Run 1, sequential cells coloured by netlist name:
Other sequential cells in the stronger grey, the rest of the logic in the fainter grey.
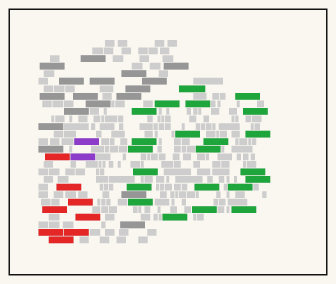
Run 1, the metal 3 layer:
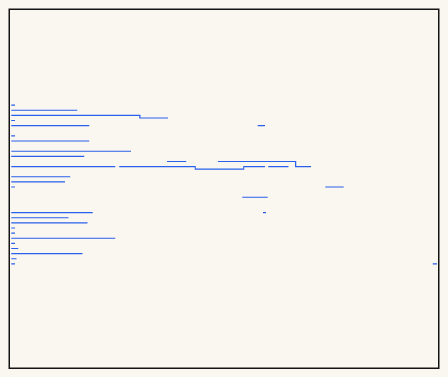
Run 1, routing congestion map:
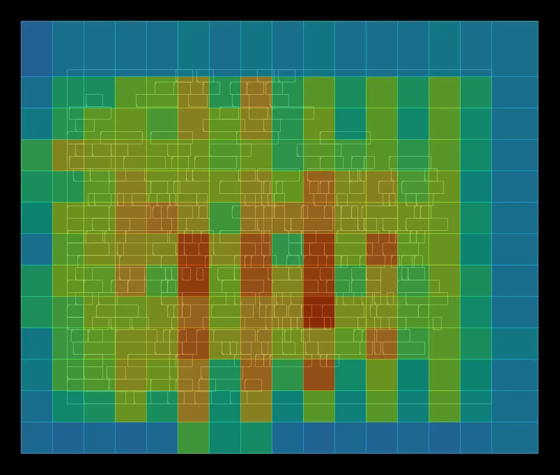
Run 1, pin placement:
Pins as bars across the die edge, other pins in grey.
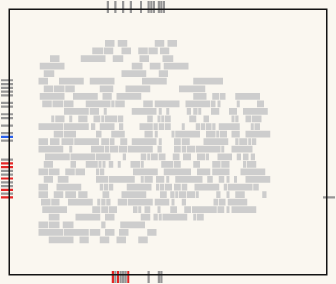
==> src/rtl/ps2_cmd_ctrl.sv <==
// PS/2 host command controller: sends a command byte through the tx unit, waits for the
// device's 0xFA acknowledge, resends on 0xFE/error/timeout and forwards all other device bytes.
`timescale 1ns/1ps
module ps2_cmd_ctrl #(
    parameter int RESP_TIMEOUT = 2000000,
    parameter int MAX_RETRY    = 3
) (
    input  logic       clk,
    input  logic       reset,
    input  logic       cmd_valid,
    input  logic [7:0] cmd_data,
    output logic       cmd_ready,
    output logic       tx_start,
    output logic [7:0] tx_data,
    input  logic       tx_done_tick,
    input  logic       tx_err,
    output logic       rx_en,
    input  logic       rx_done_tick,
    input  logic [7:0] rx_data,
    input  logic       rx_err,
    output logic       key_valid,
    output logic [7:0] key_data,
    output logic       resp_ok,
    output logic       resp_fail,
    output logic       busy
);

    localparam int TW = $clog2(RESP_TIMEOUT) + 1;
    localparam int RW = (MAX_RETRY > 0) ? $clog2(MAX_RETRY + 1) : 1;
    localparam logic [TW-1:0] TO_LAST   = TW'(RESP_TIMEOUT - 1);
    localparam logic [RW-1:0] RETRY_MAX = RW'(MAX_RETRY);
    localparam logic [7:0]    BYTE_ACK    = 8'hFA;
    localparam logic [7:0]    BYTE_RESEND = 8'hFE;

    typedef enum logic [1:0] {IDLE, SEND, WAIT_TX, WAIT_RESP} state_t;

    state_t        state, state_n;
    logic [TW-1:0] timer, timer_n;
    logic [RW-1:0] retry_cnt, retry_n;
    logic [7:0]    tx_data_n, key_data_n;
    logic          key_valid_n, resp_ok_n, resp_fail_n;
    logic          retry_req, timeout;

    always_comb begin
        state_n     = state;
        timer_n     = timer;
        retry_n     = retry_cnt;
        tx_data_n   = tx_data;
        key_data_n  = key_data;
        key_valid_n = 1'b0;
        resp_ok_n   = 1'b0;
        resp_fail_n = 1'b0;
        retry_req   = 1'b0;
        timeout     = (timer >= TO_LAST);

        case (state)
            IDLE: begin
                if (rx_done_tick) begin
                    key_valid_n = 1'b1;
                    key_data_n  = rx_data;
                end
                if (cmd_valid && cmd_ready) begin
                    tx_data_n = cmd_data;
                    retry_n   = '0;
                    state_n   = SEND;
                end
            end
            SEND: state_n = WAIT_TX;
            WAIT_TX: begin
                if (tx_done_tick) begin
                    timer_n = '0;
                    state_n = WAIT_RESP;
                end else if (tx_err) begin
                    retry_req = 1'b1;
                end
            end
            WAIT_RESP: begin
                // Saturate so a forwarded byte landing on the timeout cycle still times out next cycle
                timer_n = timeout ? timer : timer + TW'(1);
                if (rx_done_tick) begin
                    if (rx_data == BYTE_ACK) begin
                        resp_ok_n = 1'b1;
                        state_n   = IDLE;
                    end else if (rx_data == BYTE_RESEND) begin
                        retry_req = 1'b1;
                    end else begin
                        key_valid_n = 1'b1;
                        key_data_n  = rx_data;
                    end
                end else if (rx_err || timeout) begin
                    retry_req = 1'b1;
                end
            end
            default: state_n = IDLE;
        endcase

        if (retry_req) begin
            if (retry_cnt != RETRY_MAX) begin
                retry_n = retry_cnt + RW'(1);
                state_n = SEND;
            end else begin
                resp_fail_n = 1'b1;
                state_n     = IDLE;
            end
        end
    end

    // Outputs are registered from the next state so they line up with the state they describe
    always_ff @(posedge clk or negedge reset) begin
        if (!reset) begin
            state     <= IDLE;
            timer     <= '0;
            retry_cnt <= '0;
            tx_start  <= 1'b0;
            tx_data   <= 8'h00;
            rx_en     <= 1'b0;
            cmd_ready <= 1'b0;
            key_valid <= 1'b0;
            key_data  <= 8'h00;
            resp_ok   <= 1'b0;
            resp_fail <= 1'b0;
            busy      <= 1'b0;
        end else begin
            state     <= state_n;
            timer     <= timer_n;
            retry_cnt <= retry_n;
            tx_start  <= (state_n == SEND);
            tx_data   <= tx_data_n;
            rx_en     <= (state_n == IDLE) || (state_n == WAIT_RESP);
            cmd_ready <= (state_n == IDLE);
            key_valid <= key_valid_n;
            key_data  <= key_data_n;
            resp_ok   <= resp_ok_n;
            resp_fail <= resp_fail_n;
            busy      <= (state_n != IDLE);
        end
    end

endmodule

==> config.mk <==
export PLATFORM = sky130hd
export DESIGN_NAME = ps2_cmd_ctrl
export DESIGN_NICKNAME = d
export VERILOG_FILES = /design/src/rtl/ps2_cmd_ctrl.sv
export SDC_FILE = /design/constraint.sdc
export NUM_CORES = 1
export LEC_CHECK = 0
export CORE_ASPECT_RATIO = 0.8
export CORE_MARGIN = 10
export CORE_UTILIZATION = 35
export DETAILED_ROUTE_END_ITERATION = 6
export GPL_TIMING_DRIVEN = 0
export HOLD_SLACK_MARGIN = 0.03
export PLACE_DENSITY = 0.68
export SYNTH_ARGS = -nofsm -noshare
export SYNTH_HDL_FRONTEND = slang
export SYNTH_SLANG_ARGS = --single-unit
==> constraint.sdc <==
create_clock -name clk -period 2.5 [get_ports clk]
set_input_delay 0.5 -clock clk [delete_from_list [all_inputs] [get_ports clk]]
set_output_delay 0.5 -clock clk [all_outputs]
set_load 0.01 [all_outputs]
==> changes_impl.md, run 1 <==
## Implementation

- Reg2reg end: rx_en
- CP Capture Type: flip-flop
- Count of library flops with an enable pin: 0
- Hold/Removal Path Class: in2async
- # rows: 27
- Cell area leaders: dfrtp_1, mux2_2, ha_1, nand2_1, mux2i_1
- Worst Setup Start Kind: flip-flop
- Tmin final: 2.45 ns
- Post-Synth XOR/XNOR Area: 0.0142
- Post-synth ARST share: 1.00
- RSZ-0062 raised after global routing: true
- Final worst slack: 0.0456 ns
- Placer Congestion: 0.772
- Final Hold Vio Count: 0
- Seq share, synth: 0.498
- Most frequent cells in the layout: dfrtp_1, clkdlybuf4s50_1, nand2_1
- Nets at Floorplan: 256
- FA/HA/MAJ Cells, Area Fraction: 0.0407
- Simple share: 0.166
- Max Cap Viol: 0
- Final #Nets: 316
- Max Fanout on Critical Path: 5
- Pre-CTS WS: -0.230 ns
- Dominant comb cell: simple AND/OR/NAND/NOR gates
- Syn-to-layout area delta: 33.2%
- Main flop type: dfrtp_1
- Final HPWL DP: 4150 µm
- Synthesized chip area reported by yosys: 2460 µm²
- NetSw: 1.06 mW
- Cell Count, Final, Fillers Out: 372
- Status: complete, no violations
- Post-Syn Area: 2460 µm²
- Num ports: 46
- Congestion Overflow GR: 0
- Post-CTS Setup Repair Bufs: 2
- Crit path DAT: 2.66 ns
- Drt drc: 0
- Design area: 3280 µm²
- Power Dens Cells: 942 nW/µm²
- RR Startpoint: timer[12]
- Synth top cells by count: dfrtp_1, nand2_1, mux2_2
- Ys Warns: 0
- Post-CTS Hold Buffers: 0
- Port bufs: 45
- Initial DRC Count: 91
- Worst slew pin tran: 0.811 ns
- Ant diodes: 0
- Clock buffer count from CTS: 5
Notes on 'sequential cells coloured by netlist name' above:
state -> purple  # sequential cells 2
timer -> green  # sequential cells 22
key_data -> red  # sequential cells 8, where south-west

Notes on 'the metal 3 layer' above:
wire length on this layer = 407 µm
share of all routed wire = 7.2%
nets with wire on the layer = 30
longest straight run = 34.0 µm
main direction = horizontal

Notes on 'routing congestion map' above:
grt met3 use: 0.0418
M2 GR Usage: 0.163
final core occ: 0.478
overall routing resource usage: 0.106

Notes on 'pin placement' above:
tx_err -> blue  # pins 1, direction input, edge west
key_data -> red  # pins 8, direction output, edge 5 west, 3 south
all pins by edge = 24 west, 11 north, 10 south, 1 east

==> run 1: layout make-up <==
| class | instances | area (µm²) |
|---|---|---|
| Buffer | 6 | 27.5 |
| Multi-Input combinational cell | 157 | 1230 |
| Clock inverter | 2 | 38.8 |
| Fill cell | 630 | 3580 |
| Inverter | 12 | 45.0 |
| Sequential cell | 49 | 1230 |
| Tap cell | 87 | 109 |
| Clock buffer | 5 | 68.8 |
| Timing Repair Buffer | 54 | 526 |
==> run 1: cells by family after synthesis <==
group | count (synthesis)
flops | 49
xor+xnor | 4
fa+ha+maj | 8
compound gates | 44
buf+inv | 19
simple gates | 77
mux | 24
==> run 1: state kept, by name, indices dropped and copies added (netlist names), 2 cells and up <==
| register | flops |
|---|---|
| retry_cnt | 2 |
| key_data | 8 |
| timer | 22 |
| state | 2 |
| tx_data | 8 |
--- run 2 (diff from run 1) ---
--- a/config.mk
+++ b/config.mk
@@ -9,7 +9,7 @@
 export CORE_MARGIN = 10
 export CORE_UTILIZATION = 35
 export DETAILED_ROUTE_END_ITERATION = 6
-export GPL_TIMING_DRIVEN = 0
+export GPL_TIMING_DRIVEN = 1
 export HOLD_SLACK_MARGIN = 0.03
 export PLACE_DENSITY = 0.68
 export SYNTH_ARGS = -nofsm -noshare
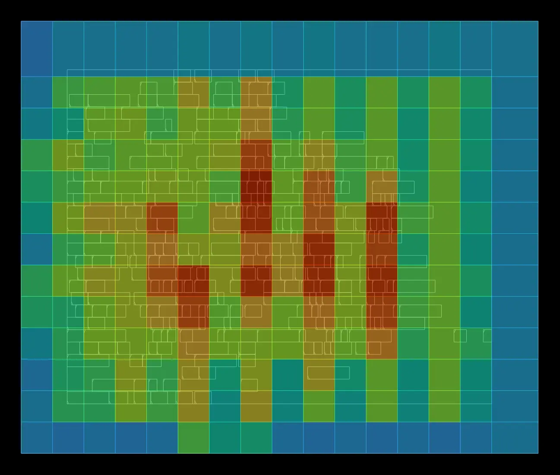
Run 2: routing congestion map
layer with the highest usage: met2
final core occ: 0.475
M2 GR Usage: 0.175

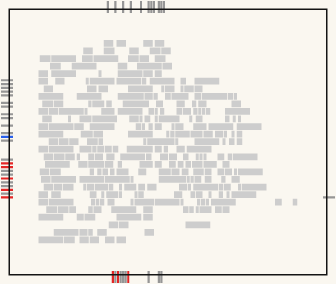
Run 2: pin placement
Pins as bars across the die edge, other pins in grey.
key_data -> red  # pins 8, direction output, edge 5 west, 3 south
tx_err -> blue  # pins 1, direction input, edge west
all pins by edge = 24 west, 11 north, 10 south, 1 east

==> run 2 against run 1 <==
Sequential power hardly changed. Flip-flop count stayed put. Cell area down 0.50%. Sequential share of layout area is 0.26 points higher. Count of clock-buffer cells in the layout stayed put. Critical path type unchanged. Highest routed layer unchanged.
==> changes_impl.md, run 2 <==
## Implementation

- Count of library flops with an enable pin: 0 (unchanged)
- Buffering overhead: 0.180 (+0.0108)
- Layout clock area frac: 0.0299 (-0.00291)
- Register Area: 1230 µm² (+0.20%)
- RR Startpoint: timer[1]
- Seq share, synth: 0.498 (unchanged)
- Buffers, non-clock: 62 (+3.3%)
- Worst Setup Start Kind: flip-flop
- Inverters: 12 (unchanged)
- Logic cell area: 1190 µm² (-3.3%)
- RSZ-0062 raised after global routing: true
- Status: complete, no violations
- Clock buffer count from CTS: 5 (unchanged)
- Final #Nets: 318 (+0.63%)
- Mi-comb count: 157 (unchanged)
- Register share of the cell area: 0.377 (+0.00264)
- Synth top cells by count: dfrtp_1, nand2_1, mux2_2
- Fillers: 601 (-4.6%)
- Syn-to-layout area delta: 32.5%
- Ant diodes: 0 (unchanged)
- # rows: 27 (unchanged)
- Worst slew pin tran: 0.793 ns (-0.0177 ns)
- Reg2reg end: rx_en
- FA/HA/MAJ Cells, Area Fraction: 0.0407 (unchanged)
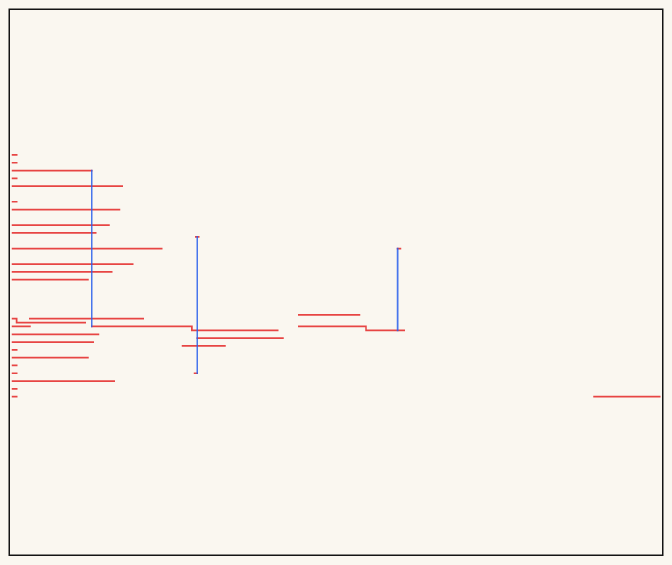
Run 2: signal wires by layer
Two of the layers only.
metal 4 -> blue  # wire length 65.3 µm
metal 3 -> red  # wire length 359 µm
vias after detailed routing: 1879
overall routing resource usage: 0.107

[run 2: repair_timing]
action / 4_1_cts / 5_1_grt
setup buffers: 0 / 3
hold endpoints to repair: 0 / 0
resized: 0 / 9
endpoints found under the setup margin: 0 / 11
[run 2: per-layer routing]
layer / vias up / GRT usage / routed length, µm
met2: 37 / 0.175 / 2690
met1: 898 / 0.126 / 2530
li1: 937 / - / -
met5: - / 0 / 0
met3: 7 / 0.0418 / 359
met4: 0 / 0.0348 / 65
[run 2: worst min-delay path by stage]
stage	to	cells past startpoint
floorplan	busy	0
global placement	retry_cnt[0]	1
detailed placement	key_data[3]	1
CTS	timer[3]	2
global route	rx_en	2
finish	timer[2]	2
--- run 3 (diff from run 2) ---
--- a/config.mk
+++ b/config.mk
@@ -5,13 +5,15 @@
 export SDC_FILE = /design/constraint.sdc
 export NUM_CORES = 1
 export LEC_CHECK = 0
+export ABC_AREA = 1
+export CAP_MARGIN = 15
 export CORE_ASPECT_RATIO = 0.8
 export CORE_MARGIN = 10
 export CORE_UTILIZATION = 35
 export DETAILED_ROUTE_END_ITERATION = 6
 export GPL_TIMING_DRIVEN = 1
 export HOLD_SLACK_MARGIN = 0.03
-export PLACE_DENSITY = 0.68
+export PLACE_DENSITY = 0.67
 export SYNTH_ARGS = -nofsm -noshare
 export SYNTH_HDL_FRONTEND = slang
 export SYNTH_SLANG_ARGS = --single-unit
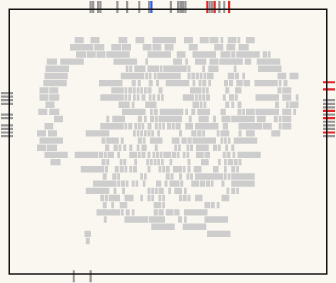
Run 3: pin placement
Pins as bars across the die edge, other pins in grey.
key_data -> red  # pins 8, direction output, edge 5 east, 3 north
tx_err -> blue  # pins 1, direction input, edge north
all pins by edge = 21 north, 13 east, 10 west, 2 south
Die X: 120 µm
die height: 99.8 µm
port bufs: 45

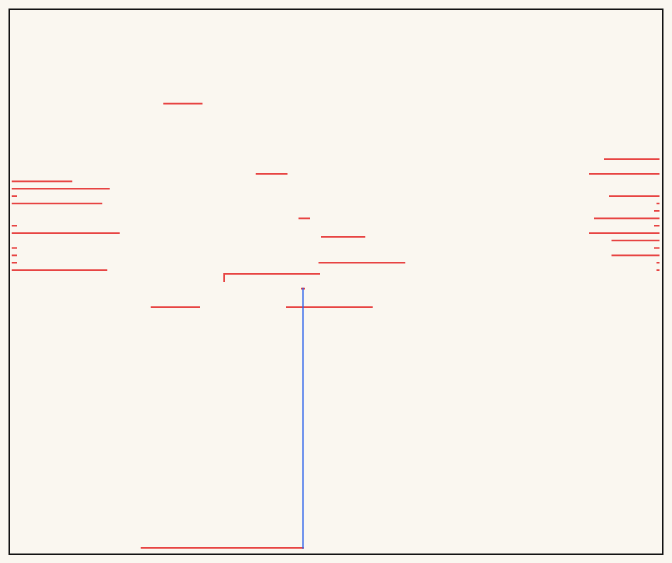
Run 3: signal wires by layer
Two of the layers only.
routed len/inst: 11.9 µm
vias after detailed routing: 2331
final wirelength: 6080 µm
overall routing resource usage: 0.105

==> run 3 against run 2 <==
Sequential share of layout area decreased by 2.4 points. Wire length increased by 7.6%. Combinational power decreased by 4%. Core utilization decreased by 3.2 points. Critical path type unchanged. Largest power group unchanged. Highest routed layer unchanged.
==> changes_impl.md, run 3 <==
## Implementation

- Layout clock area frac: 0.0346 (+0.00463)
- Core Area: 7840 µm²
- Worst setup path endpoint: rx_en
- # rows: 29 (+7.4%)
- Clock buffer count from CTS: 5 (unchanged)
- Ant diodes: 0 (unchanged)
- Status: complete, no violations
- VDD IR max: 0.457 mV
- Worst Setup Start Kind: flip-flop
- Final #Nets: 432 (+36%)
- Buffering overhead: 0.141 (-0.0385)
- Register Area: 1230 µm² (-0.30%)
- Worst slew pin tran: 0.613 ns (-0.180 ns)
- Placer Congestion: 0.890
- Fillers: 812 (+35%)
- ANT nets after route: 0
- Pre-antenna DRT Iters: 4
- Post-CTS Setup Repair Bufs: 0 (unchanged)
- Antenna violations before repair: 0
- Main flop type: dfrtp_1
- Buffers, non-clock: 51 (-18%)
- Vias per std cell: 4.57
- Most frequent cells in the layout: nand2_1, dfrtp_1, clkdlybuf4s50_1
- Int Power: 1.92 mW
- Layer with the highest usage: met2
- Pre-Place Util: 0.356
- Post-CTS Resized: 0 (unchanged)
- Tmin final: 2.20 ns
- Max clock buf depth: 2
- CP max stage delay: 0.46 ns
- Reg2reg end: rx_en
- Count of library flops with an enable pin: 0 (unchanged)
- Post-CTS Hold Buffers: 0
- Syn-to-layout area delta: 24.7%
- Mi-comb count: 257 (+64%)
- Seq share, synth: 0.440 (-0.0584)
- Post-synth mux share: 0.0445
- Synth top cells by count: nand2_1, dfrtp_1, nor2_1
- RR Startpoint: timer[0]
- Register share of the cell area: 0.353 (-0.0245)
- NetSw: 1.05 mW
- RSZ-0062 raised after global routing: false
- Inverters: 37 (+25)
- FA/HA/MAJ Cells, Area Fraction: 0.0359 (-0.00477)
- Logic cell area: 1360 µm² (+14%)
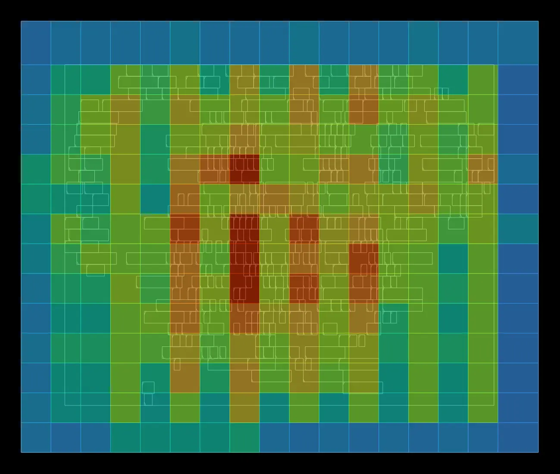
Run 3: routing congestion map
M2 GR Usage: 0.169
grt met3 use: 0.0230
met1 GRT Util: 0.137

run 3: netlist changes by cell type in the layout (fill, tap and decap cells not counted), moves of 5 or more:
| cell | previous run | this run |
|---|---|---|
| a21oi_1 | 12 | 3 |
| buf_4 | 16 | 6 |
| inv_1 | 12 | 35 |
| mux2_2 | 16 | 11 |
| mux2i_1 | 8 | 0 |
| nand2_1 | 23 | 101 |
| nand3_1 | 11 | 23 |
| nor2_1 | 12 | 38 |
| o21ai_0 | 4 | 11 |
| o21ai_1 | 0 | 18 |
| or2_1 | 1 | 7 |
| xor2_1 | 0 | 10 |
run 3: routing by layer:
metal / wire, µm / vias to the layer above
met2: 2720 / 42
met3: 271 / 2
met4: 47 / 0
met1: 3030 / 1079
met5: 0 / -
li1: - / 1208
Power and IR drop assume default switching activity.
